--- src/rtl/spi_frame_master.sv ---
// SPI mode-0 master: shifts one 40-bit {addr, wdata} frame out and captures 32 bits of read data.
// Define SPI_FRAME_MASTER_MISO_SYNC_EN to pass SPI_MISO through a 2-flop synchronizer.
module spi_frame_master #(
  parameter int CLK_DIV  = 8,
  parameter int CS_SETUP = 4,
  parameter int CS_HOLD  = 4
) (
  input  logic        Clk,
  input  logic        Reset_n,
  input  logic        Start,
  input  logic [7:0]  Addr,
  input  logic [31:0] Wr_Data,
  output logic        Busy,
  output logic        Done,
  output logic [31:0] Rd_Data,
  output logic        SPI_CLK,
  output logic        SPI_CS,
  output logic        SPI_MOSI,
  input  logic        SPI_MISO
);

  localparam int MAXP = (CLK_DIV > CS_SETUP) ? ((CLK_DIV > CS_HOLD) ? CLK_DIV : CS_HOLD)
                                             : ((CS_SETUP > CS_HOLD) ? CS_SETUP : CS_HOLD);
  localparam int TW   = $clog2(MAXP + 1);

  typedef enum logic [2:0] {IDLE, SETUP, HIGH, LOW, HOLD, GAP} state_t;

  state_t        state_q, state_d;
  logic [TW-1:0] timer_q, timer_d;
  logic [5:0]    bit_cnt_q, bit_cnt_d;
  logic [39:0]   tx_q, tx_d;
  logic [31:0]   rx_q, rx_d;
  logic [31:0]   rd_data_q, rd_data_d;
  logic          busy_q, busy_d;
  logic          done_q, done_d;
  logic          sclk_q, sclk_d;
  logic          cs_q, cs_d;
  logic          mosi_q, mosi_d;
  logic          miso_s;

`ifdef SPI_FRAME_MASTER_MISO_SYNC_EN
  logic [1:0] miso_sync_q;
  always_ff @(posedge Clk or negedge Reset_n)
    if (!Reset_n) miso_sync_q <= '0;
    else          miso_sync_q <= {miso_sync_q[0], SPI_MISO};
  assign miso_s = miso_sync_q[1];
`else
  logic miso_q;
  always_ff @(posedge Clk or negedge Reset_n)
    if (!Reset_n) miso_q <= 1'b0;
    else          miso_q <= SPI_MISO;
  assign miso_s = miso_q;
`endif

  // Timer counts down to zero; the value loaded is the phase length minus one.
  function automatic logic [TW-1:0] phase_last(input state_t s);
    case (s)
      SETUP:       return TW'(CS_SETUP - 1);
      HIGH, LOW:   return TW'(CLK_DIV - 1);
      HOLD, GAP:   return TW'(CS_HOLD - 1);
      default:     return '0;
    endcase
  endfunction

  always_comb begin
    state_d   = state_q;
    timer_d   = timer_q;
    bit_cnt_d = bit_cnt_q;
    tx_d      = tx_q;
    rx_d      = rx_q;
    case (state_q)
      IDLE: if (Start) begin
        state_d   = SETUP;
        tx_d      = {Addr, Wr_Data};
        bit_cnt_d = '0;
        rx_d      = '0;
      end
      SETUP: if (timer_q == '0) state_d = HIGH;
      HIGH: if (timer_q == '0) begin
        // The address bits come back as don't-care; only the data phase lands in RX.
        if (bit_cnt_q >= 6'd8) rx_d = {rx_q[30:0], miso_s};
        bit_cnt_d = bit_cnt_q + 6'd1;
        if (bit_cnt_q < 6'd39) begin
          state_d = LOW;
          tx_d    = {tx_q[38:0], 1'b0};
        end else begin
          state_d = HOLD;
        end
      end
      LOW:  if (timer_q == '0) state_d = HIGH;
      HOLD: if (timer_q == '0) state_d = GAP;
      GAP:  if (timer_q == '0) state_d = IDLE;
      default: state_d = IDLE;
    endcase
    if (state_d != state_q)    timer_d = phase_last(state_d);
    else if (timer_q != '0)    timer_d = timer_q - 1'b1;
  end

  // Pin and status flops are loaded from next-state values so pins have no comb path.
  always_comb begin
    cs_d      = !(state_d == SETUP || state_d == HIGH || state_d == LOW || state_d == HOLD);
    sclk_d    = (state_d == HIGH);
    mosi_d    = cs_d ? 1'b0 : tx_d[39];
    busy_d    = (state_d != IDLE);
    done_d    = (state_d == GAP) && (timer_d == '0);
    rd_data_d = done_d ? rx_q : rd_data_q;
  end

  always_ff @(posedge Clk or negedge Reset_n) begin
    if (!Reset_n) begin
      state_q   <= IDLE;
      timer_q   <= '0;
      bit_cnt_q <= '0;
      tx_q      <= '0;
      rx_q      <= '0;
      rd_data_q <= '0;
      busy_q    <= 1'b0;
      done_q    <= 1'b0;
      sclk_q    <= 1'b0;
      cs_q      <= 1'b1;
      mosi_q    <= 1'b0;
    end else begin
      state_q   <= state_d;
      timer_q   <= timer_d;
      bit_cnt_q <= bit_cnt_d;
      tx_q      <= tx_d;
      rx_q      <= rx_d;
      rd_data_q <= rd_data_d;
      busy_q    <= busy_d;
      done_q    <= done_d;
      sclk_q    <= sclk_d;
      cs_q      <= cs_d;
      mosi_q    <= mosi_d;
    end
  end

  assign Busy     = busy_q;
  assign Done     = done_q;
  assign Rd_Data  = rd_data_q;
  assign SPI_CLK  = sclk_q;
  assign SPI_CS   = cs_q;
  assign SPI_MOSI = mosi_q;

endmodule

--- config.mk ---
export PLATFORM = sky130hd
export DESIGN_NAME = spi_frame_master
export DESIGN_NICKNAME = d
export VERILOG_FILES = /design/src/rtl/spi_frame_master.sv
export SDC_FILE = /design/constraint.sdc
export NUM_CORES = 1
export LEC_CHECK = 0
export CAP_MARGIN = 20
export CORE_ASPECT_RATIO = 1.1
export CORE_MARGIN = 5
export CORE_UTILIZATION = 60
export DETAILED_ROUTE_END_ITERATION = 6
export DONT_BUFFER_PORTS = 1
export PLACE_DENSITY = 0.84
export SLEW_MARGIN = 20
export SYNTH_ARGS = -nofsm -noshare
export SYNTH_HDL_FRONTEND = slang
export SYNTH_SLANG_ARGS = --single-unit
--- constraint.sdc ---
create_clock -name Clk -period 2.85 [get_ports Clk]
set_input_delay 0.57 -clock Clk [delete_from_list [all_inputs] [get_ports Clk]]
set_output_delay 0.57 -clock Clk [all_outputs]
set_load 0.02 [all_outputs]
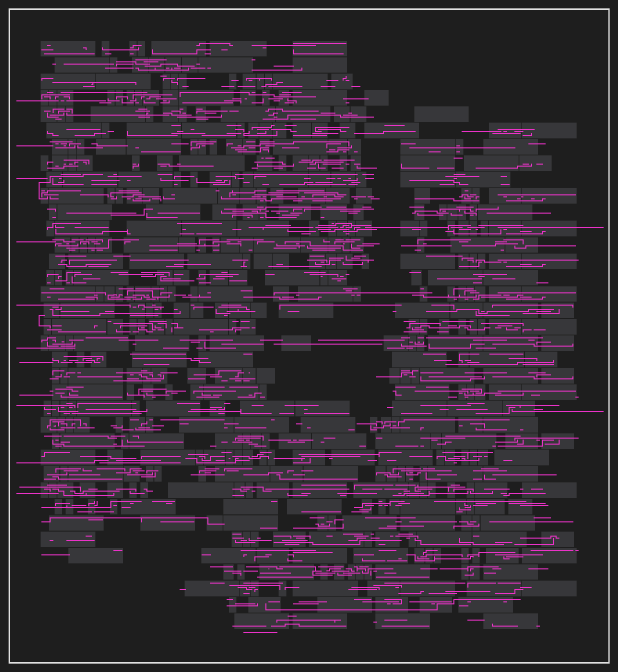
Fig. 1. Met1 routing (run 1).
wire length on this layer: 4420 µm
main direction: horizontal
nets with wire on the layer: 486
longest straight run: 28.5 µm
share of all routed wire: 42%
met1 GRT Util: 27.2%
routed wire length: 10.6 mm
total number of vias: 3549

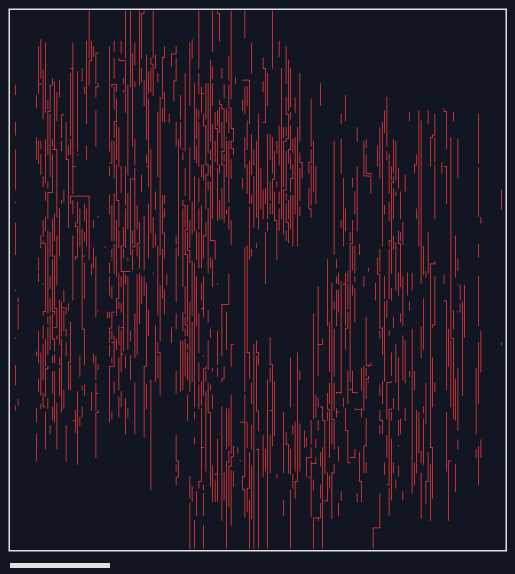
Fig. 2. The metal 2 layer (run 1).
Scale bar: 20 µm.
share of all routed wire: 50%
wire length on this layer: 5320 µm
GR Util met2: 32.1%

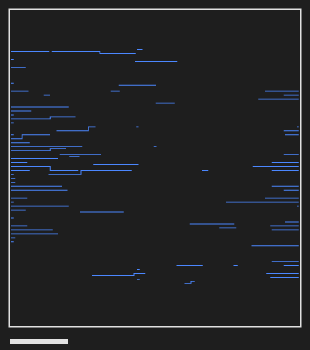
Fig. 3. Signal wires on met3 (run 1).
Scale bar: 20 µm.
longest straight run: 24.6 µm
main direction: horizontal
share of all routed wire: 6.8%
nets with wire on the layer: 69
wire length on this layer: 715 µm
M3 GR Usage: 8.71%

==> results.sh, run 1 <==
# physical design summary
export IMPL_placed_area_um2=5420
export IMPL_worst_hold_slack_ps=-251
export IMPL_fillers=604
export IMPL_synthArstFlopShare_pct=100
export IMPL_critPathKind="reg -> reg"
export IMPL_seq_power_mw=2.56
export IMPL_synth_logic_top_family="simple AND/OR/NAND/NOR gates"
export IMPL_p_switching_mw=1.61
export IMPL_grt_max_degree=124
export IMPL_synth_adder_area_share_pct=0.710
export IMPL_place_ws_ps=120
export IMPL_grt_use_total_pct=21.2
export IMPL_cts_root_buf="clkbuf_8"
export IMPL_yosys_warnings=0
export IMPL_antenna_found_initial=0
export IMPL_maxPowerGroup="sequential cells"
export IMPL_top_cell_area_share_pct=57.8
export IMPL_synth_compound_area_share_pct=12.2
export IMPL_syn_instance_count=490
export IMPL_synth_cell_type_count=47
export IMPL_cts_buffers=17
export IMPL_grt_pass1_wl_mm=17.9
export IMPL_drt_first_pass_iters=4
export IMPL_lay_top_cells="nand2_1 (155), dfrtp_1 (122), a22oi_1 (38)"
export IMPL_status="finished with violations"
export IMPL_simple_gate_area_share_pct=15.6
export IMPL_fin_crit_ps=2690
export IMPL_netlist_area_um2=5290
export IMPL_core_um2=8740
export IMPL_slowest_stage="or3b_4"
export IMPL_overflow=0
export IMPL_power_density_nw_per_um2=912
export IMPL_maxCapViolations=0
export IMPL_cellLeakagePower_nw=2.89
export IMPL_final_antenna_net_count=0
export IMPL_clkPwrFrac_pct=39.3
export IMPL_worst_pin_slew_ps=414
export IMPL_clock_path_buffers=2
export IMPL_cts_sinks=123
export IMPL_final_common_cell="nand2_1"
export IMPL_yosys_cells=490
export IMPL_io_buffers=0
export IMPL_p_comb_uw=801
export IMPL_critical_path_startpoint_type="flip-flop"
export IMPL_ir_drop_v=0.000569
export IMPL_log_warning_count=32
export IMPL_final_area_um2=6060
export IMPL_finalCritPeriodShare_pct=94.4
export IMPL_clk_latency_ps=520
export IMPL_synth_edff_count=0
export IMPL_rsz0062_at_grt="false"
export IMPL_dp_cells=586
export IMPL_muxShareOfSynthArea_pct=9.26
export IMPL_cts_max_level=4
export IMPL_finalPower_mw=5.53
export IMPL_synthesis_nets=537
export IMPL_finalNetCount=541
export IMPL_cts_tree="yes"
export IMPL_slowest_delay_ps=440
export IMPL_pwr_share_comb_pct=14.5
export IMPL_p_int_mw=3.92
export IMPL_cp_end_kind="flip-flop"
export IMPL_top_cells_by_count="nand2_1 (155), dfrtp_1 (122), a22oi_1 (38), o21ai_0 (36), mux2_4 (29)"
export IMPL_p_seq_share_pct=46.3
export IMPL_xor_share_pct=0.663
export IMPL_rows=36
export IMPL_worstReg2RegStart="timer_q[0]$_DFF_PN0_"
export IMPL_worstPathMaxFanout=15
export IMPL_fp_dieH_um=108
export IMPL_via_per_inst=5.71
export IMPL_yosysSeqAreaShare_pct=58.3
export IMPL_path_clk_slew_ps=60
export IMPL_r2r_end="Rd_Data[28]$_DFFE_PN0P_"
export IMPL_finalNonFillerCells=621
export IMPL_ys_chip_area_um2=5290
export IMPL_synthFlopType="dfrtp_1"
export IMPL_syn_area_per_cell_um2=10.8
export IMPL_drtIter0Drc=187
export IMPL_setup_ws_ps=159
export IMPL_fp_utilization_pct=60.5
export IMPL_synth_flop_count=123
export IMPL_p_sw_share_pct=29.1
export IMPL_slew_viol_final=0
export IMPL_top_cell="nand2_1"
export IMPL_clock_skew_ps=7.08
export IMPL_reg2reg_depth=9
export IMPL_failed_checks="negative hold slack"
export IMPL_final_util_pct=69.4
export IMPL_io_pins=81
export IMPL_hold_violations=123
export IMPL_routedWlPerCell_um=17.0
export IMPL_crit_chain="inv_1, ha_1, or3b_4, nor3_1, a211oi_2, nor4_4, buf_4, buf_8, mux2_4"
export IMPL_drive_above_1_share_pct=17.8
export IMPL_final_setup_viol_count=0
export IMPL_maxSlewHeadroom_pct=72.1
run 1: flip-flops by register name (all words and copies together), names as in the netlist, 3 cells and up:
register and cells:
Rd_Data 32, tx_q 40, state_q 3, timer_q 4
rx_q 32, bit_cnt_q 6
run 1: worst max path at each step:
stage                                    to                 start  cells past startpoint  slack (ps)
floorplan            Rd_Data[0]$_DFFE_PN0P_  timer_q[0]$_DFF_PN0_                      8         270
global placement    Rd_Data[20]$_DFFE_PN0P_  timer_q[0]$_DFF_PN0_                      8         210
detailed placement  Rd_Data[20]$_DFFE_PN0P_  timer_q[0]$_DFF_PN0_                      8         120
CTS                 Rd_Data[20]$_DFFE_PN0P_  timer_q[0]$_DFF_PN0_                      8         100
global route        Rd_Data[31]$_DFFE_PN0P_  timer_q[0]$_DFF_PN0_                      9           7
finish              Rd_Data[28]$_DFFE_PN0P_  timer_q[0]$_DFF_PN0_                      9         160
run 1: layer usage:
layer  global-route usage [%]  wire length [µm]  vias up
li1                         -                 -     1683
met1                     27.2              4420     1751
met2                     32.1              5320      103
met3                     8.71               714       12
met4                     8.59               128        0
met5                        0                 0        -
run 1: final cells by class:
class | instances | area (µm²) | share of cell area (%)
Clock inverter | 13 | 165 | 2.72
Multi-Input combinational cell | 327 | 2040 | 33.6
Tap cell | 114 | 143 | 2.35
Inverter | 9 | 33.8 | 0.557
Clock buffer | 19 | 442 | 7.29
Timing Repair Buffer | 16 | 161 | 2.66
Sequential cell | 123 | 3080 | 50.8
run 1: what timing repair did:
action,in CTS,in global routing
gates resized,0,2
endpoints found under the hold margin,123,123
buffers inserted,0,1
endpoints found under the setup margin,0,29
run 1: worst max-delay path, delay by kind of cell (launching register included):
family	cells	cell delay (ps)
compound gates	1	90
fa+ha+maj	1	240
buf+inv	3	530
flops	1	390
mux	1	320
simple gates	3	1000
## Run 2: what changed since run 1
CELL_PAD_IN_SITES_DETAIL_PLACEMENT = 2   (was unset)
CELL_PAD_IN_SITES_GLOBAL_PLACEMENT = 2   (was unset)
CORE_UTILIZATION = 35   (was 60)
PLACE_DENSITY = 0.77   (was 0.84)
==> run 2 against run 1 <==
The flow still finishes with violations (negative hold slack). Final cell count is 13% higher. Register-to-register slack improved by 40 ps. Die area is 64% higher. Combinational power is 4.9% higher. Design area is 1.5% higher. Fmax increased by 1.5%. Core utilization decreased by 28 points. Non-clock buffer count unchanged. Count of clock-buffer cells in the layout is 4 higher. Largest cell class unchanged.
==> results.sh, run 2 <==
# physical design summary
export IMPL_worst_hold_slack_ps=-146
export IMPL_cts_tree="yes"
export IMPL_io_buffers=0
export IMPL_worstPathMaxFanout=20
export IMPL_max_freq_ghz=0.377
export IMPL_nWellTaps=196
export IMPL_log_warning_count=32
export IMPL_ir_drop_v=0.000439
export IMPL_cts_max_level=4
export IMPL_cts_buffers=17
export IMPL_maxCapViolations=0
export IMPL_muxShareOfSynthArea_pct=9.26
export IMPL_synth_compound_area_share_pct=12.2
export IMPL_worst_pin_slew_ps=467
export IMPL_antenna_found_initial=0
export IMPL_nClkBuffers=23
export IMPL_final_clk_cell_share_pct=9.74
export IMPL_clk_latency_ps=420
export IMPL_top_cell="nand2_1"
export IMPL_slew_viol_final=0
export IMPL_post_dp_hpwl_mm=8.26
export IMPL_finalCritPeriodShare_pct=93.0
export IMPL_p_int_mw=3.92
export IMPL_crit_family="simple AND/OR/NAND/NOR gates"
export IMPL_synth_edff_count=0
export IMPL_netlist_area_um2=5290
export IMPL_grt_max_degree=124
export IMPL_via_per_inst=5.19
export IMPL_comb_cell_share_pct=33.2
export IMPL_clock_path_buffers=2
export IMPL_core_um2=14900
export IMPL_fp_dieW_um=127
export IMPL_sh_seq_area_pct=50.0
export IMPL_fp_utilization_pct=35.4
export IMPL_signal_buffers=16
export IMPL_required_ps=3140
export IMPL_status="finished with violations"
export IMPL_area_sequential_um2=3080
export IMPL_lay_top_cells="nand2_1 (155), dfrtp_1 (122), a22oi_1 (38)"
export IMPL_final_setup_viol_count=0
export IMPL_slowest_delay_ps=440
export IMPL_cp_end_kind="flip-flop"
export IMPL_ys_chip_area_um2=5290
export IMPL_top_cells_by_count="nand2_1 (155), dfrtp_1 (122), a22oi_1 (38), o21ai_0 (36), mux2_4 (29)"
export IMPL_comb_multi_input_count=327
export IMPL_critPathBufInv=3
export IMPL_tns_ps=0
export IMPL_synthesis_nets=537
export IMPL_grt_pass1_wl_mm=22.0
export IMPL_clock_skew_ps=10.4
export IMPL_hp_class="in -> async"
export IMPL_overflow=0
export IMPL_final_nonclk_buf_share_pct=2.56
export IMPL_p_sw_share_pct=29.7
export IMPL_syn_instance_count=490
export IMPL_area_delta_synth_final_pct=16.5
export IMPL_cts_root_buf="clkbuf_16"
export IMPL_place_ws_ps=53.9
export IMPL_maxSlewHeadroom_pct=68.8
export IMPL_antenna_diode_count=0
export IMPL_biggestCellCategory="registers"
export IMPL_finalPower_mw=5.58
export IMPL_routedWlPerCell_um=18.5
export IMPL_flops=123
export IMPL_critical_path_startpoint_type="flip-flop"
export IMPL_slowest_stage="or3b_4"
export IMPL_setup_ws_ps=199
export IMPL_die_area_um2=17700
export IMPL_p_switching_mw=1.66
export IMPL_simple_gate_area_share_pct=15.6
export IMPL_synth_cell_type_count=47
export IMPL_hold_violations=122
export IMPL_final_comb_area_um2=2040
export IMPL_synthArstFlopShare_pct=100
export IMPL_pwr_share_comb_pct=15.0
export IMPL_regMostFlops="tx_q"
export IMPL_grt_use_total_pct=15.7
export IMPL_drcViolationCount=0
export IMPL_yosys_cells=490
export IMPL_largest_reg_flops=40
export IMPL_rows=47
export IMPL_cts_sinks=123
export IMPL_final_antenna_net_count=0
export IMPL_rsz0062_at_grt="false"
export IMPL_grt_pass1_vias=4278
export IMPL_synth_logic_top_family="simple AND/OR/NAND/NOR gates"
export IMPL_top_cells_by_area="dfrtp_1 (58%), nand2_1 (11%), mux2_4 (8.2%)"
export IMPL_drt_first_pass_iters=5
export IMPL_fin_crit_ps=2650
export IMPL_top_cell_area_share_pct=57.8
export IMPL_synth_flop_count=123
export IMPL_crit_chain="inv_1, ha_2, or3b_4, nor3_1, a211oi_2, nor4_4, buf_4, buf_12, mux2_4"
export IMPL_failed_checks="negative hold slack"
export IMPL_yosysSeqAreaShare_pct=58.3
export IMPL_fillers=1579
export IMPL_finalNetCount=541
export IMPL_cellLeakagePower_nw=2.88
export IMPL_final_util_pct=41.2
export IMPL_synthFlopType="dfrtp_1"
export IMPL_synth_adder_area_share_pct=0.710
export IMPL_path_clk_slew_ps=60
export IMPL_p_seq_share_pct=46.0
export IMPL_drtIter0Drc=142
export IMPL_yosysTopAreaCell="dfrtp_1"
export IMPL_yosys_warnings=0
export IMPL_syn_area_per_cell_um2=10.8
export IMPL_power_density_nw_per_um2=906
export IMPL_critPathKind="reg -> reg"
export IMPL_xor_share_pct=0.663
export IMPL_final_common_cell="nand2_1"
export IMPL_fp_dieH_um=139
export IMPL_io_pins=81
export IMPL_place_gp_congestion=0.805
export IMPL_inverters=9
export IMPL_worst_ep_arrival_time_ps=2940
export IMPL_clkPwrFrac_pct=39.0
export IMPL_drive_above_1_share_pct=17.6
[run 2: per-stage QoR]
step           instance area [µm²]  std cells
2_1_floorplan                 5290        490
3_3_place_gp                  5550        670
3_5_place_dp                  5550        670
4_1_cts                       6150        702
5_1_grt                       6160        703
6_report                      6160        703
[run 2: power by group through the flow]
stage | Combinational [mW] | Sequential [mW] | Clock [mW]
6_report | 0.840 | 2.56 | 2.18
4_1_cts | 0.866 | 2.57 | 2.23
3_3_place_gp | 0.765 | 2.55 | 0
5_1_grt | 0.972 | 2.63 | 2.33
2_1_floorplan | 0.625 | 2.48 | 0
3_5_place_dp | 0.843 | 2.59 | 0
[run 2: timing repair]
item | in CTS | in global routing
resized | 0 | 1
endpoints found under the setup margin | 3 | 23
pin swaps | 1 | 1
hold endpoints to repair | 122 | 122
setup buffers | 0 | 1
[run 2: final timing paths]
path,start,to,slack (ps),cells after the start
worst min register to register,tx_q[17]$_DFFE_PN0P_,tx_q[17]$_DFFE_PN0P_,480,2
worst max register to register,timer_q[0]$_DFF_PN0_,Rd_Data[29]$_DFFE_PN0P_,200,9
worst max-delay path,timer_q[0]$_DFF_PN0_,Rd_Data[29]$_DFFE_PN0P_,200,9
min in group Clk,SPI_MISO,miso_q$_DFF_PN0_,180,0
worst min-delay path,Reset_n,rx_q[17]$_DFFE_PN0P_,-150,0
max in group asynchronous,Reset_n,SPI_CS$_DFF_PN1_,2750,0
[run 2: routing by layer]
layer,global-route usage (%),share of wire [%],wire length (µm),vias to the layer above
li1,-,-,-,1682
met1,17.8,41,5350,1878
met2,27.1,52,6810,75
met3,6.09,5.3,687,16
met4,5.14,1.4,177,0
met5,0,0,0,-
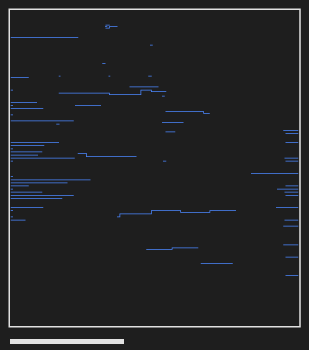
Fig. 4. Signal wires on met3 (run 2).
Scale bar: 50 µm.
wire length on this layer: 688 µm
longest straight run: 34.7 µm
share of all routed wire: 5.3%
routed wire length: 13.0 mm
M3 GR Usage: 6.09%
total number of vias: 3651

Fig. 5: run 2, metal 4
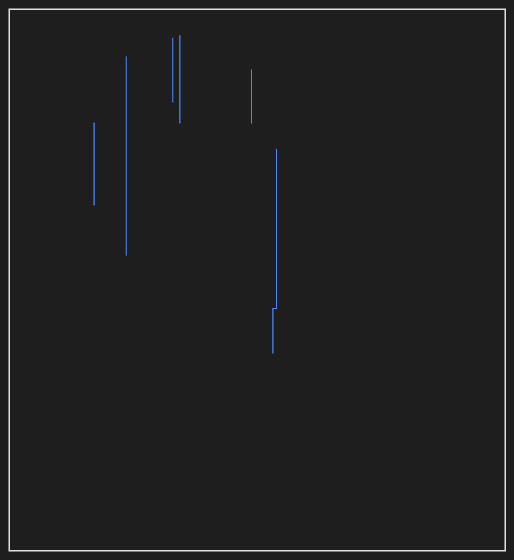

## Run 3: what changed since run 2
PLACE_DENSITY = 0.67   (was 0.77)
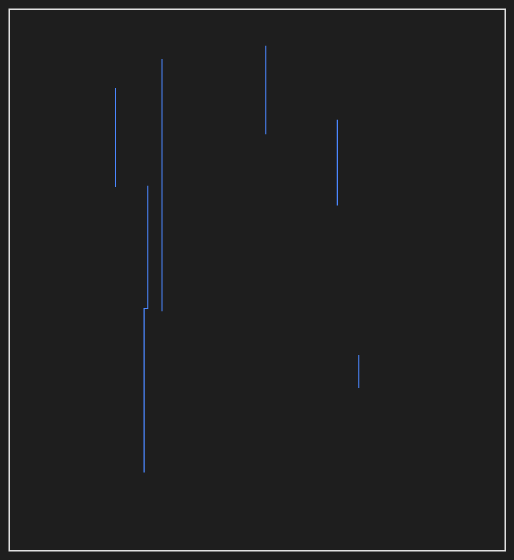
Fig. 6. Metal 4 (run 3).
main direction: vertical
longest straight run: 64.6 µm
nets with wire on the layer: 3
wire length on this layer: 217 µm
share of all routed wire: 1.7%
routed wire length: 13.0 mm
total number of vias: 3632

==> run 3 against run 2 <==
The run still ends with negative hold slack left. Count of clock-buffer cells in the layout shrank 4. Clock power grew 7%. Worst setup slack lost 27 ps. Non-clock buffer count is the same. Flip-flop count is the same. Wire length grew 0.18%. Hold slack lost 17 ps. Final cell count is the same. Total power grew 2.5%. Clock skew shrank 0.81 ps. Via count shrank 0.52%. Design area grew 0.53%. Critical path type unchanged. Critical endpoint is now Rd_Data[21]$_DFFE_PN0P_. Largest power group unchanged. Highest routed layer unchanged.
==> results.sh, run 3 <==
# physical design summary
export IMPL_status="finished with violations"
export IMPL_failed_checks="negative hold slack"
export IMPL_grt_pass1_vias=4141
export IMPL_clk_latency_ps=420
export IMPL_clock_skew_ps=9.64
export IMPL_p_sw_share_pct=29.2
export IMPL_placed_area_um2=5530
export IMPL_clock_path_buffers=2
export IMPL_finalNetCount=541
export IMPL_pwr_share_comb_pct=14.2
export IMPL_finalPower_mw=5.72
export IMPL_hold_violations=122
export IMPL_tns_ps=0
export IMPL_slowest_stage="or3b_4"
export IMPL_top_cells_by_area="dfrtp_1 (58%), nand2_1 (11%), mux2_4 (8.2%)"
export IMPL_slowest_delay_ps=430
export IMPL_final_area_um2=6190
export IMPL_worst_pin_slew_ps=437
export IMPL_critical_path_startpoint_type="flip-flop"
export IMPL_drcViolationCount=0
export IMPL_slew_viol_final=0
export IMPL_seq_power_mw=2.57
export IMPL_hp_class="in -> async"
export IMPL_netlist_area_um2=5290
export IMPL_synthesis_nets=537
export IMPL_grt_use_met3_pct=7.09
export IMPL_drive_above_1_share_pct=17.9
export IMPL_grtUsageMet2_pct=25.8
export IMPL_synth_cell_type_count=47
export IMPL_finalNonFillerCells=703
export IMPL_largest_reg_flops=40
export IMPL_r2r_setup_slack_ps=170
export IMPL_synthArstFlopShare_pct=100
export IMPL_lay_top_cells="nand2_1 (155), dfrtp_1 (122), a22oi_1 (38)"
export IMPL_critical_path_depth=9
export IMPL_clkPwrFrac_pct=41.0
export IMPL_maxPowerGroup="sequential cells"
export IMPL_final_antenna_net_count=0
export IMPL_clock_power_mw=2.34
export IMPL_critPathKind="reg -> reg"
export IMPL_drtIter0Drc=146
export IMPL_yosys_warnings=0
export IMPL_fp_utilization_pct=35.4
export IMPL_grt_util_met1_pct=17.7
export IMPL_grt_max_degree=124
export IMPL_ir_drop_v=0.000376
export IMPL_cts_tree="yes"
export IMPL_cellLeakagePower_nw=2.89
export IMPL_crit_family="simple AND/OR/NAND/NOR gates"
export IMPL_path_clk_slew_ps=60
export IMPL_post_dp_hpwl_mm=8.32
export IMPL_io_buffers=0
export IMPL_max_freq_ghz=0.373
export IMPL_final_util_pct=41.4
export IMPL_io_pins=81
export IMPL_fp_dieH_um=139
export IMPL_syn_instance_count=490
export IMPL_overflow=0
export IMPL_synth_flop_count=123
export IMPL_cts_sinks=123
export IMPL_regMostFlops="tx_q"
export IMPL_drt_first_pass_iters=4
export IMPL_rows=47
export IMPL_area_delta_synth_final_pct=17.1
export IMPL_gr_max_usage_layer="met2"
export IMPL_yosys_cells=490
export IMPL_fin_crit_ps=2680
export IMPL_syn_area_per_cell_um2=10.8
export IMPL_cts_root_buf="clkbuf_16"
export IMPL_yosysTopAreaCell="dfrtp_1"
export IMPL_crit_chain="inv_1, ha_2, or3b_4, nor3_1, a211oi_2, nor4_4, buf_4, buf_12, mux2_2"
export IMPL_grt_use_total_pct=15.6
export IMPL_core_um2=14900
export IMPL_reg2reg_depth=9
export IMPL_setup_ws_ps=173
export IMPL_die_area_um2=17700
export IMPL_maxCapViolations=0
export IMPL_final_setup_viol_count=0
export IMPL_p_int_mw=4.05
export IMPL_cts_buffers=17
export IMPL_antenna_found_initial=0
export IMPL_finalCritPeriodShare_pct=93.9
export IMPL_worstReg2RegStart="timer_q[0]$_DFF_PN0_"
export IMPL_top_cells_by_count="nand2_1 (155), dfrtp_1 (122), a22oi_1 (38), o21ai_0 (36), mux2_4 (29)"
export IMPL_p_comb_uw=810
export IMPL_maxSlewHeadroom_pct=70.6
export IMPL_dp_cells=670
export IMPL_synth_edff_count=0
export IMPL_log_warning_count=32
export IMPL_worst_ep_arrival_time_ps=2980
export IMPL_place_gp_congestion=0.735
export IMPL_p_seq_share_pct=44.9
export IMPL_top_cell="nand2_1"
export IMPL_place_ws_ps=-42.4
export IMPL_worstPathMaxFanout=19
export IMPL_worst_hold_slack_ps=-163
export IMPL_required_ps=3160
export IMPL_via_per_inst=5.17
export IMPL_rsz0062_at_grt="false"
export IMPL_grt_pass1_wl_mm=21.9
export IMPL_p_switching_mw=1.67
==> run 3: final cells by class <==
class | instances | area (µm²)
Clock buffer | 19 | 453
Inverter | 9 | 33.8
Multi-Input combinational cell | 327 | 2040
Sequential cell | 123 | 3080
Timing Repair Buffer | 16 | 149
Clock inverter | 13 | 188
Fill cell | 1556 | 8750
Tap cell | 196 | 245
==> run 3: logic make-up after synthesis <==
group	synth area share (%)
adders and majority gates	0.710
buffers and inverters	3.34
muxes	9.26
and+or+nand+nor	15.6
AOI/OAI and AO/OA	12.2
DFF	58.3
xor gates and xnor gates	0.663
==> run 3: how the worst max path moves through the flow <==
stage / startpoint / to
floorplan: timer_q[0]$_DFF_PN0_ / Rd_Data[0]$_DFFE_PN0P_
finish: timer_q[0]$_DFF_PN0_ / Rd_Data[21]$_DFFE_PN0P_
global route: timer_q[0]$_DFF_PN0_ / Rd_Data[0]$_DFFE_PN0P_
global placement: timer_q[0]$_DFF_PN0_ / Rd_Data[4]$_DFFE_PN0P_
detailed placement: timer_q[0]$_DFF_PN0_ / Rd_Data[0]$_DFFE_PN0P_
CTS: timer_q[0]$_DFF_PN0_ / Rd_Data[0]$_DFFE_PN0P_
==> run 3: worst register-to-register path: cells and delay by family (launching register included) <==
| family | cells | cell delay, ps |
|---|---|---|
| compound gates | 1 | 110 |
| flops | 1 | 400 |
| fa+ha+maj | 1 | 240 |
| buf+inv | 3 | 500 |
| mux | 1 | 380 |
| simple gates | 3 | 940 |
==> run 3: layer usage <==
metal	part of all wire, %	up-vias
met1	41	1861
met4	1.7	0
met5	0	-
met3	6.8	18
met2	51	72
li1	-	1681
==> run 3: repair_timing <==
item	4_1_cts	5_1_grt
gates resized	1	1
endpoints found under the hold margin	123	122
pin swaps	0	1
buffers inserted	0	1
endpoints found under the setup margin	14	32
Power is estimated from default activity; no workload was simulated.
